<file path="config.mk">
export PLATFORM = sky130hd
export DESIGN_NAME = hex_ascii_tx
export DESIGN_NICKNAME = d
export VERILOG_FILES = /design/src/rtl/hex_ascii_tx.sv
export SDC_FILE = /design/constraint.sdc
export NUM_CORES = 1
export LEC_CHECK = 0
export CAP_MARGIN = 40
export CORE_AREA = 2 2 46 79
export DETAILED_ROUTE_END_ITERATION = 12
export DIE_AREA = 0 0 48 81
export MAX_ROUTING_LAYER = met4
export PLACE_DENSITY_LB_ADDON = 0.08
export SYNTH_ARGS = -nofsm -noshare
export SYNTH_HDL_FRONTEND = slang
export SYNTH_SLANG_ARGS = --single-unit
</file>
<file path="constraint.sdc">
create_clock -name CLK -period 2.2 [get_ports CLK]
set_clock_uncertainty 0.2 [all_clocks]
set_input_delay 0.55 -clock CLK [delete_from_list [all_inputs] [get_ports CLK]]
set_output_delay 0.55 -clock CLK [all_outputs]
set_load 0.005 [all_outputs]
</file>
<file path="src/rtl/hex_ascii_tx.sv">
// hex_ascii_tx
// Takes one NIBBLE_NUM-nibble word over a valid/ready handshake and turns it
// into ASCII hex characters, most significant nibble first. CR/LF can
// optionally follow the last nibble. The characters leave as a byte stream
// with valid/ready, intended to feed a UART transmitter.
//
// Ports
//   CLK          system clock, rising edge
//   RST          synchronous active-high reset
//   iDATA        word to print, sampled only on the input handshake
//   iVALID       iDATA valid
//   oREADY       block can accept a word (IDLE and not in reset)
//   oCHAR        ASCII character (registered)
//   oCHAR_VALID  oCHAR valid
//   iCHAR_READY  downstream accepts oCHAR
//   oBUSY        a word is being emitted
//
// state      | meaning
// S_IDLE     | waiting for a word, oREADY high
// S_SEND_HEX | presenting hex characters, one per nibble
// S_SEND_CR  | presenting 0x0D
// S_SEND_LF  | presenting 0x0A
module hex_ascii_tx #(
    parameter int NIBBLE_NUM  = 4,
    parameter int UPPER_CASE  = 1,
    parameter int APPEND_CRLF = 1
) (
    input  logic                    CLK,
    input  logic                    RST,
    input  logic [NIBBLE_NUM*4-1:0] iDATA,
    input  logic                    iVALID,
    output logic                    oREADY,
    output logic [7:0]              oCHAR,
    output logic                    oCHAR_VALID,
    input  logic                    iCHAR_READY,
    output logic                    oBUSY
);

    localparam int W  = NIBBLE_NUM * 4;
    localparam int CW = (NIBBLE_NUM > 1) ? $clog2(NIBBLE_NUM) : 1;

    typedef enum logic [1:0] {
        S_IDLE     = 2'd0,
        S_SEND_HEX = 2'd1,
        S_SEND_CR  = 2'd2,
        S_SEND_LF  = 2'd3
    } state_t;

    state_t          r_state, w_state_nxt;
    logic [W-1:0]    r_shift, w_shift_nxt;
    logic [CW-1:0]   r_cnt,   w_cnt_nxt;
    logic [7:0]      r_char,  w_char_nxt;
    logic [W-1:0]    w_shift_adv;
    logic            w_accept;

    function automatic logic [7:0] f_hex2ascii(input logic [3:0] nib);
        if (nib < 4'd10)
            return 8'h30 + {4'h0, nib};
        else if (UPPER_CASE != 0)
            return 8'h37 + {4'h0, nib};   // 0x37 + 10 = 'A'
        else
            return 8'h57 + {4'h0, nib};   // 0x57 + 10 = 'a'
    endfunction

    assign oREADY      = (r_state == S_IDLE) && !RST;
    assign oBUSY       = (r_state != S_IDLE);
    // Every non-IDLE state presents a character, so valid follows the state.
    assign oCHAR_VALID = (r_state != S_IDLE);
    assign oCHAR       = r_char;

    assign w_accept    = iVALID && oREADY;
    assign w_shift_adv = r_shift << 4;

    always_comb begin
        w_state_nxt = r_state;
        w_shift_nxt = r_shift;
        w_cnt_nxt   = r_cnt;
        w_char_nxt  = r_char;
        case (r_state)
            S_IDLE: begin
                if (w_accept) begin
                    w_state_nxt = S_SEND_HEX;
                    w_shift_nxt = iDATA;
                    w_cnt_nxt   = CW'(NIBBLE_NUM - 1);
                    w_char_nxt  = f_hex2ascii(iDATA[W-1 -: 4]);
                end
            end
            S_SEND_HEX: begin
                if (iCHAR_READY) begin
                    if (r_cnt == '0) begin
                        if (APPEND_CRLF != 0) begin
                            w_state_nxt = S_SEND_CR;
                            w_char_nxt  = 8'h0D;
                        end else begin
                            w_state_nxt = S_IDLE;
                            w_char_nxt  = 8'h00;
                        end
                    end else begin
                        w_shift_nxt = w_shift_adv;
                        w_cnt_nxt   = r_cnt - CW'(1);
                        w_char_nxt  = f_hex2ascii(w_shift_adv[W-1 -: 4]);
                    end
                end
            end
            S_SEND_CR: begin
                if (iCHAR_READY) begin
                    w_state_nxt = S_SEND_LF;
                    w_char_nxt  = 8'h0A;
                end
            end
            S_SEND_LF: begin
                if (iCHAR_READY) begin
                    w_state_nxt = S_IDLE;
                    w_char_nxt  = 8'h00;
                end
            end
            default: begin
                w_state_nxt = S_IDLE;
                w_char_nxt  = 8'h00;
            end
        endcase
    end

    always_ff @(posedge CLK) begin
        if (RST) begin
            r_state <= S_IDLE;
            r_shift <= '0;
            r_cnt   <= '0;
            r_char  <= 8'h00;
        end else begin
            r_state <= w_state_nxt;
            r_shift <= w_shift_nxt;
            r_cnt   <= w_cnt_nxt;
            r_char  <= w_char_nxt;
        end
    end

endmodule

</file>
### Signal wires by layer, run 1

Bar = 10 um.
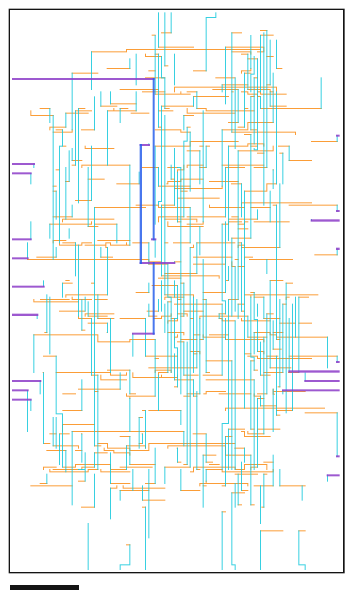
- purple: M3 (wire length 82.6 um)
- orange: M1 (wire length 1,140 um)
- cyan: M2 (wire length 1,700 um)
- blue: M4 (wire length 50.3 um)

### Sequential cells grouped by signal name, run 1

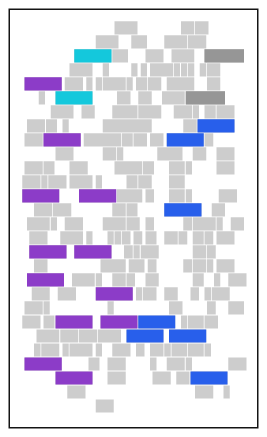
- blue: oCHAR (flops 7)
- cyan: r_cnt (flops 2)
- purple: r_shift (flops 12)
- not colored: 2

### Clock wiring as the flow saved it, run 1

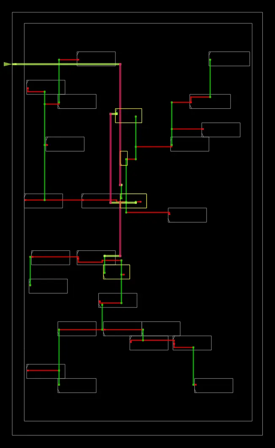
# clk buffers: 4
clock latency at the later pin of the worst-skew pair: 270 ps
count of flip-flops and latches: 23
clock distribution power: 264 uW

### Pin placement, run 1

Pins as bars across the die edge, other pins in gray.
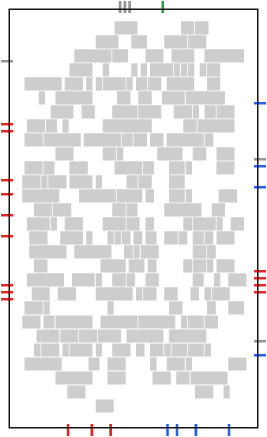
- blue: oCHAR (pins 8; direction output; edge 4 bottom, 4 right)
- green: iCHAR_READY (pins 1; direction input; edge top)
- red: iDATA (pins 16; direction input; edge 9 left, 4 right, 3 bottom)
- all pins by edge: 10 left, 10 right, 7 bottom, 4 top

==> highlights.md, run 1 <==
• **register area share after synthesis** 32.4%
• **critical path class** reg -> reg
• **final instance area** 1910 um^2
• **master cell of the clock root buffer** clkbuf_8
• **number of warnings printed during yosys synthesis** 0
• **cells along the critical path** inv_1 > ha_1 > nand2b_1 > a221oi_4 > buf_12 > mux2i_1 > nor2_1
• **maximum buffer depth of the clock tree** 2
• **layout cell share with drive strength beyond 1** 21.6%
• **tally of unique sky130hd cells used after synthesis** 37
• **number of cells in the yosys synthesis report** 157
• **Post-Synthesis Net Count** 185
• **aggregate global routing overflow** 0
• **initial antenna violation count** 0
• **height of the die** 81 um
• **PwrDens** 1460 nW/um^2
• **Lkg Pwr** 0.763 nW
• **Hold Path Class** reg -> reg
• **critical path data required time** 2150 ps
• **worst-case vdd ir drop** 937 uV
• **number of buffers created by CTS** 3
• **delay of the slowest cell on the worst path** 380 ps
• **GR Util All Layers** 17.3%
• **met2 wire length** 1700 um
• **routed wire length** 2980 um
• **number of clock sinks seen by CTS** 23
• **number of max-cap violations** 0
• **total negative setup slack** 0 ps
• **placed instance area** 1850 um^2
• **wire length of the first global-routing pass** 4830 um
• **estimated wirelength of the detail-placed design** 2390 um
• **Starting DRT DRC Count** 18
• **Initial Utilization** 42.7%
• **amount of wire on met3 after detailed routing** 82 um
• **number of warnings in the stage logs** 30
• **cell count after placement** 238
• **Non-Filler Instances** 244
• **number of enable flip-flop cells** 0
• **Post-DRT Antenna Nets** 0
• **pins over their slew limit** 0
• **mean cell area of the mapped netlist** 9.05 um^2
• **Antenna Diode Count** 0
• **CTS H-Tree Depth** 1
• **Fin. Hold Viols** 0
• **library cell contributing the largest single delay on the critical path** dfxtp_1
• **routed via count** 1,230
• **last weighted congestion value of the routability-driven placer** 0.758
• **Fin Hold WS** 275 ps
• **result of the run** complete, no violations
• **Final Critical Period** 2040 ps
• **cell area after synthesis** 1420 um^2
• **summed standard-cell area reported by yosys** 1420 um^2
## run 1: cell type report
class	count	area [um^2]	area share (%)
tap	45	56.3	2.94
inverter	11	41.3	2.16
clock buffer	4	45.0	2.35
multi-input combinational	112	856	44.7
timing repair buffer	49	452	23.6
sequential	23	463	24.2
## run 1: critical path, delay by kind of cell (launching register included)
family	cells	cell delay, ps
AOI/OAI and AO/OA	1	300
buffers and inverters	2	260
adders and majority gates	1	250
DFF	1	380
muxes	1	200
and+or+nand+nor	2	320
## run 1: routing by layer
layer / up-vias / track usage [%]
met5: - / -
met4: 0 / 6.49
met3: 6 / 2.67
met2: 23 / 31.2
met1: 567 / 17.5
li1: 634 / -
## run 1: report_power, final
group | internal [mW] | leakage, nW | switching [mW] | total (mW)
registers | 0.615 | 0.190 | 0.125 | 0.740
logic | 0.930 | 0.550 | 0.862 | 1.79
clock network | 0.129 | 0.0228 | 0.134 | 0.264
total | 1.67 | 0.763 | 1.12 | 2.80
## run 1: stage by stage
stage                     setup WS (ps)  util, %
after CTS                          7.30     57.3
after detailed placement           -334     55.6
after global placement             -335     55.6
final                               157     57.5
after floorplan                     191        -
after global routing               66.4     57.5
## run 1: flip-flops by register name, indices dropped and copies added, names as in the netlist
signal,count
r_shift,12
oCHAR,7
r_state,2
r_cnt,2
## run 1: logic make-up after synthesis
logic type	Yosys count	share of synthesized area (%)
buf+inv	22	7.49
flops	23	32.4
xor+xnor	2	1.23
compound gates	41	26.1
mux	13	9.16
simple gates	47	16.3
other cells	1	0.264
fa+ha+maj	8	7.05
## run 1: path summary, 6_finish.rpt
kind                 start          to  slack [ps]  cells after the start
setup reg to reg  r_cnt[0]  r_shift[2]         160                      7
hold reg to reg   oCHAR[1]    oCHAR[1]         280                      2
setup / recovery  r_cnt[0]  r_shift[2]         160                      7
hold / removal    oCHAR[1]    oCHAR[1]         280                      2
## run 1: synthesized netlist by cell type, drive strengths merged, types with 2 or more instances
library cell | instances | area [um^2]
ha | 8 | 100
nor2b | 9 | 56.3
mux2i | 13 | 130
nor3 | 2 | 10.0
a311oi | 3 | 26.3
nand2b | 4 | 32.5
xnor2 | 2 | 17.5
clkbuf | 5 | 20.0
nand3 | 2 | 10.0
o21ai | 7 | 35.0
buf | 6 | 45.0
nor2 | 25 | 93.8
nand2 | 2 | 7.51
dfxtp | 23 | 460
a211oi | 15 | 168
a21oi | 5 | 25.0
inv | 11 | 41.3
## run 1: timing repair
item / CTS / global route
hold buffers: 0 / 0
setup buffers: 2 / 0
resized: 7 / 2
setup endpoints to repair: 4 / 1
==> run 1 -> run 2 <==
--- a/config.mk
+++ b/config.mk
@@ -7,6 +7,7 @@
 export LEC_CHECK = 0
 export CAP_MARGIN = 40
 export CORE_AREA = 2 2 46 79
+export CTS_BUF_LIST = sky130_fd_sc_hd__clkbuf_4 sky130_fd_sc_hd__clkbuf_8 sky130_fd_sc_hd__clkbuf_16
 export DETAILED_ROUTE_END_ITERATION = 12
 export DIE_AREA = 0 0 48 81
 export MAX_ROUTING_LAYER = met4
### Sequential cells grouped by signal name, run 2

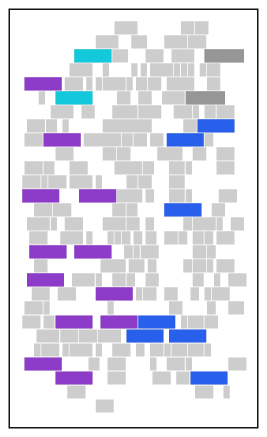
- blue: oCHAR (flops 7)
- purple: r_shift (flops 12)
- cyan: r_cnt (flops 2)

==> run 2 against run 1 <==
Net effect: via count is the same; area after synthesis is the same; combinational power is essentially flat; synthesized cell count is the same; sequential power is essentially flat; critical path depth is the same; clock power grew 5%; highest routed layer unchanged.
==> highlights.md, run 2 <==
• **PwrDens** 1460 nW/um^2, +0.24%
• **Lkg Pwr** 0.766 nW, +0.45%
• **Post-Synthesis Net Count** 185, unchanged
• **most frequent cells after synthesis** 25 x nor2_1, 23 x dfxtp_1, 13 x mux2i_1, 11 x a211oi_2, 11 x inv_1
• **register ranked first by flip-flop count** r_shift
• **result of the run** complete, no violations
• **Hold Path Depth** 2, unchanged
• **Internal Pwr Total** 1.69 mW, +0.74%
• **worst reg2reg endpoint** r_shift[2]
• **met2 wire length** 1700 um, -0.12%
• **worst path buffer plus inverter count** 2, unchanged
• **amount of wire on met3 after detailed routing** 82 um, unchanged
• **top post-synthesis cells by area** dfxtp_1 32%, a211oi_2 9.7%, mux2i_1 9.2%
• **Hold Path Class** reg -> reg
• **area share of and-or/or-and cells after synthesis** 26.1%, unchanged
• **synthesized-area fraction occupied by and/or/nand/nor cells** 16.3%, unchanged
• **number of clock sinks seen by CTS** 23, unchanged
• **combinational cell area excluding buffers and inverters** 856 um^2, unchanged
• **proportion of power drawn by the clock network** 9.8%, +0.4 points
• **critical path data required time** 2150 ps, about the same
• **combinational group share of total power** 63.8%, -0.3 points
• **Critical path origin** r_cnt[0]
• **delay of the slowest cell on the worst path** 380 ps, about the same
• **top cell type by total area after synthesis** dfxtp_1
• **cell area after synthesis** 1420 um^2, unchanged
• **top-area cell type share of the netlist area** 32.4%, unchanged
• **maximum buffer depth of the clock tree** 2, unchanged
• **critical path class** reg -> reg
• **Starting DRT DRC Count** 18, unchanged
• **register area share after synthesis** 32.4%, unchanged
• **clock latency at the later pin of the worst-skew pair** 270 ps, about the same
• **number of buffers created by CTS** 3, unchanged
• **routed via count** 1,230, unchanged
• **Reg2Reg Depth** 7, unchanged
• **sw power** 1.12 mW, about the same
• **Antenna Diode Count** 0, unchanged
• **CTS H-Tree Depth** 1, unchanged
• **Die W** 48 um
• **number of warnings in the stage logs** 30, unchanged
• **estimated wirelength of the detail-placed design** 2390 um, unchanged
• **Synth logic family** AND-OR/OR-AND gates
• **height of the die** 81 um, unchanged
• **number of enable flip-flop cells** 0, unchanged
• **launch point of the worst reg-to-reg path** r_cnt[0]
• **TritonCTS clock tree** yes
• **Fin Hold WS** 275 ps, +0.0390 ps
• **worst-case vdd ir drop** 1020 uV, +9.1%
• **tally of unique sky130hd cells used after synthesis** 37, unchanged
• **Final Critical Period** 2040 ps, -2.35 ps
• **number of cells in the yosys synthesis report** 157, unchanged
• **routed wire length** 2970 um, -0.10%
• **setup slack, reg-to-reg** 160 ps, about the same
• **number of global-route vias before repair** 1,162
• **number of warnings printed during yosys synthesis** 0, unchanged
• **Min-Delay Startpoint** oCHAR[1]
• **pins over their slew limit** 0, unchanged
• **total negative setup slack** 0 ps, unchanged
• **Initial Utilization** 42.7%, unchanged
• **synthesized-area fraction occupied by xor and xnor cells** 1.23%, unchanged
• **GR Util All Layers** 17.3%, unchanged
• **footprint of the flip-flops and latches** 463 um^2, unchanged
• **portion of total power attributed to sequential cells** 26.4%, about the same
• **layout cell share with drive strength beyond 1** 22.1%, +0.50 points
• **post-cts hold-fix buffer tally** 0, unchanged
• **master cell of the clock root buffer** clkbuf_8
• **wire length of the first global-routing pass** 4830 um, unchanged
• **nature of the critical path endpoint** register
• **leading cell type by number of instances after synthesis** nor2_1
• **uppermost routed layer** met4
• **number of max-cap violations** 0, unchanged
• **library cell contributing the largest single delay on the critical path** dfxtp_1
• **switching portion of total power** 39.9%, -0.18 points
• **number of register bits inferred by synthesis** 23
• **gate family responsible for the most delay along the worst path** flip-flops
• **Fin. Hold Viols** 0, unchanged
### Pin placement, run 2

Pins as bars across the die edge, other pins in gray.
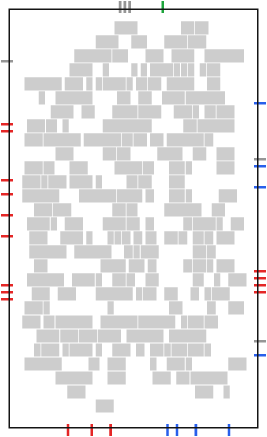
- blue: oCHAR (pins 8; direction output; edge 4 bottom, 4 right)
- green: iCHAR_READY (pins 1; direction input; edge top)
- red: iDATA (pins 16; direction input; edge 9 left, 4 right, 3 bottom)

run 2: cell counts after synthesis:
Identical to the previous run, type by type.
run 2: through the flow:
step | std cells | instance area [um^2] | power (mW) | setup slack [ps] | util, %
final | 244 | 1920 | 2.81 | 159 | 57.6
after floorplan | 157 | 1420 | 1.95 | 191 | -
after detailed placement | 238 | 1850 | 2.54 | -334 | 55.6
after global routing | 244 | 1920 | 3.07 | 66.4 | 57.6
after global placement | 238 | 1850 | 2.50 | -335 | 55.6
after CTS | 244 | 1910 | 2.85 | 7.38 | 57.4
run 2: timing repair:
item,CTS,global route
pin swaps,0,0
gates resized,7,2
buffers inserted,2,0
setup endpoints to repair,4,1
endpoints found under the hold margin,0,0
run 2: cell families (layout without fill, tap and decap cells):
family                     after synthesis  after routing
AOI/OAI and AO/OA                       41             41
and+or+nand+nor                         47             47
other                                    1              1
buffers and inverters                   22             64
DFF                                     23             23
adders and majority gates                8              8
xor gates and xnor gates                 2              2
muxes                                   13             13
run 2: power by group through the flow:
stage	Combinational, mW	Clock [mW]	Sequential [mW]
after floorplan	1.22	0	0.737
after global placement	1.75	0	0.748
after detailed placement	1.79	0	0.758
after CTS	1.82	0.289	0.743
after global routing	2.00	0.301	0.767
final	1.79	0.276	0.740
run 2: tightest hold or removal path, delay by kind of cell, from the launching register on:
kind	cells	cell delay, ps
flip-flops	1	320
AND/OR/NAND/NOR	1	60
AND-OR/OR-AND	1	60
run 2: how the worst max path moves through the flow:
stage / endpoint / slack (ps) / depth (start not counted)
floorplan: r_shift[2] / 190 / 8
global placement: oREADY / -330 / 3
detailed placement: oREADY / -330 / 3
CTS: oCHAR_VALID / 7 / 4
global route: r_shift[0] / 70 / 7
finish: r_shift[2] / 160 / 7
run 2: final cells by class:
cell class / count / share of cell area, %
clock buffers: 4 / 2.55
inverters: 11 / 2.15
multi-input cells: 112 / 44.6
flip-flops and latches: 23 / 24.2
well taps: 45 / 2.94
repair buffers: 49 / 23.6
run 2: per-layer routing:
| layer | up-vias | global-route usage (%) |
|---|---|---|
| met4 | 0 | 6.49 |
| li1 | 634 | - |
| met5 | - | - |
| met1 | 567 | 17.5 |
| met2 | 23 | 31.2 |
| met3 | 6 | 2.67 |
Power figures rest on the tool's default switching activity, not on a simulated workload.
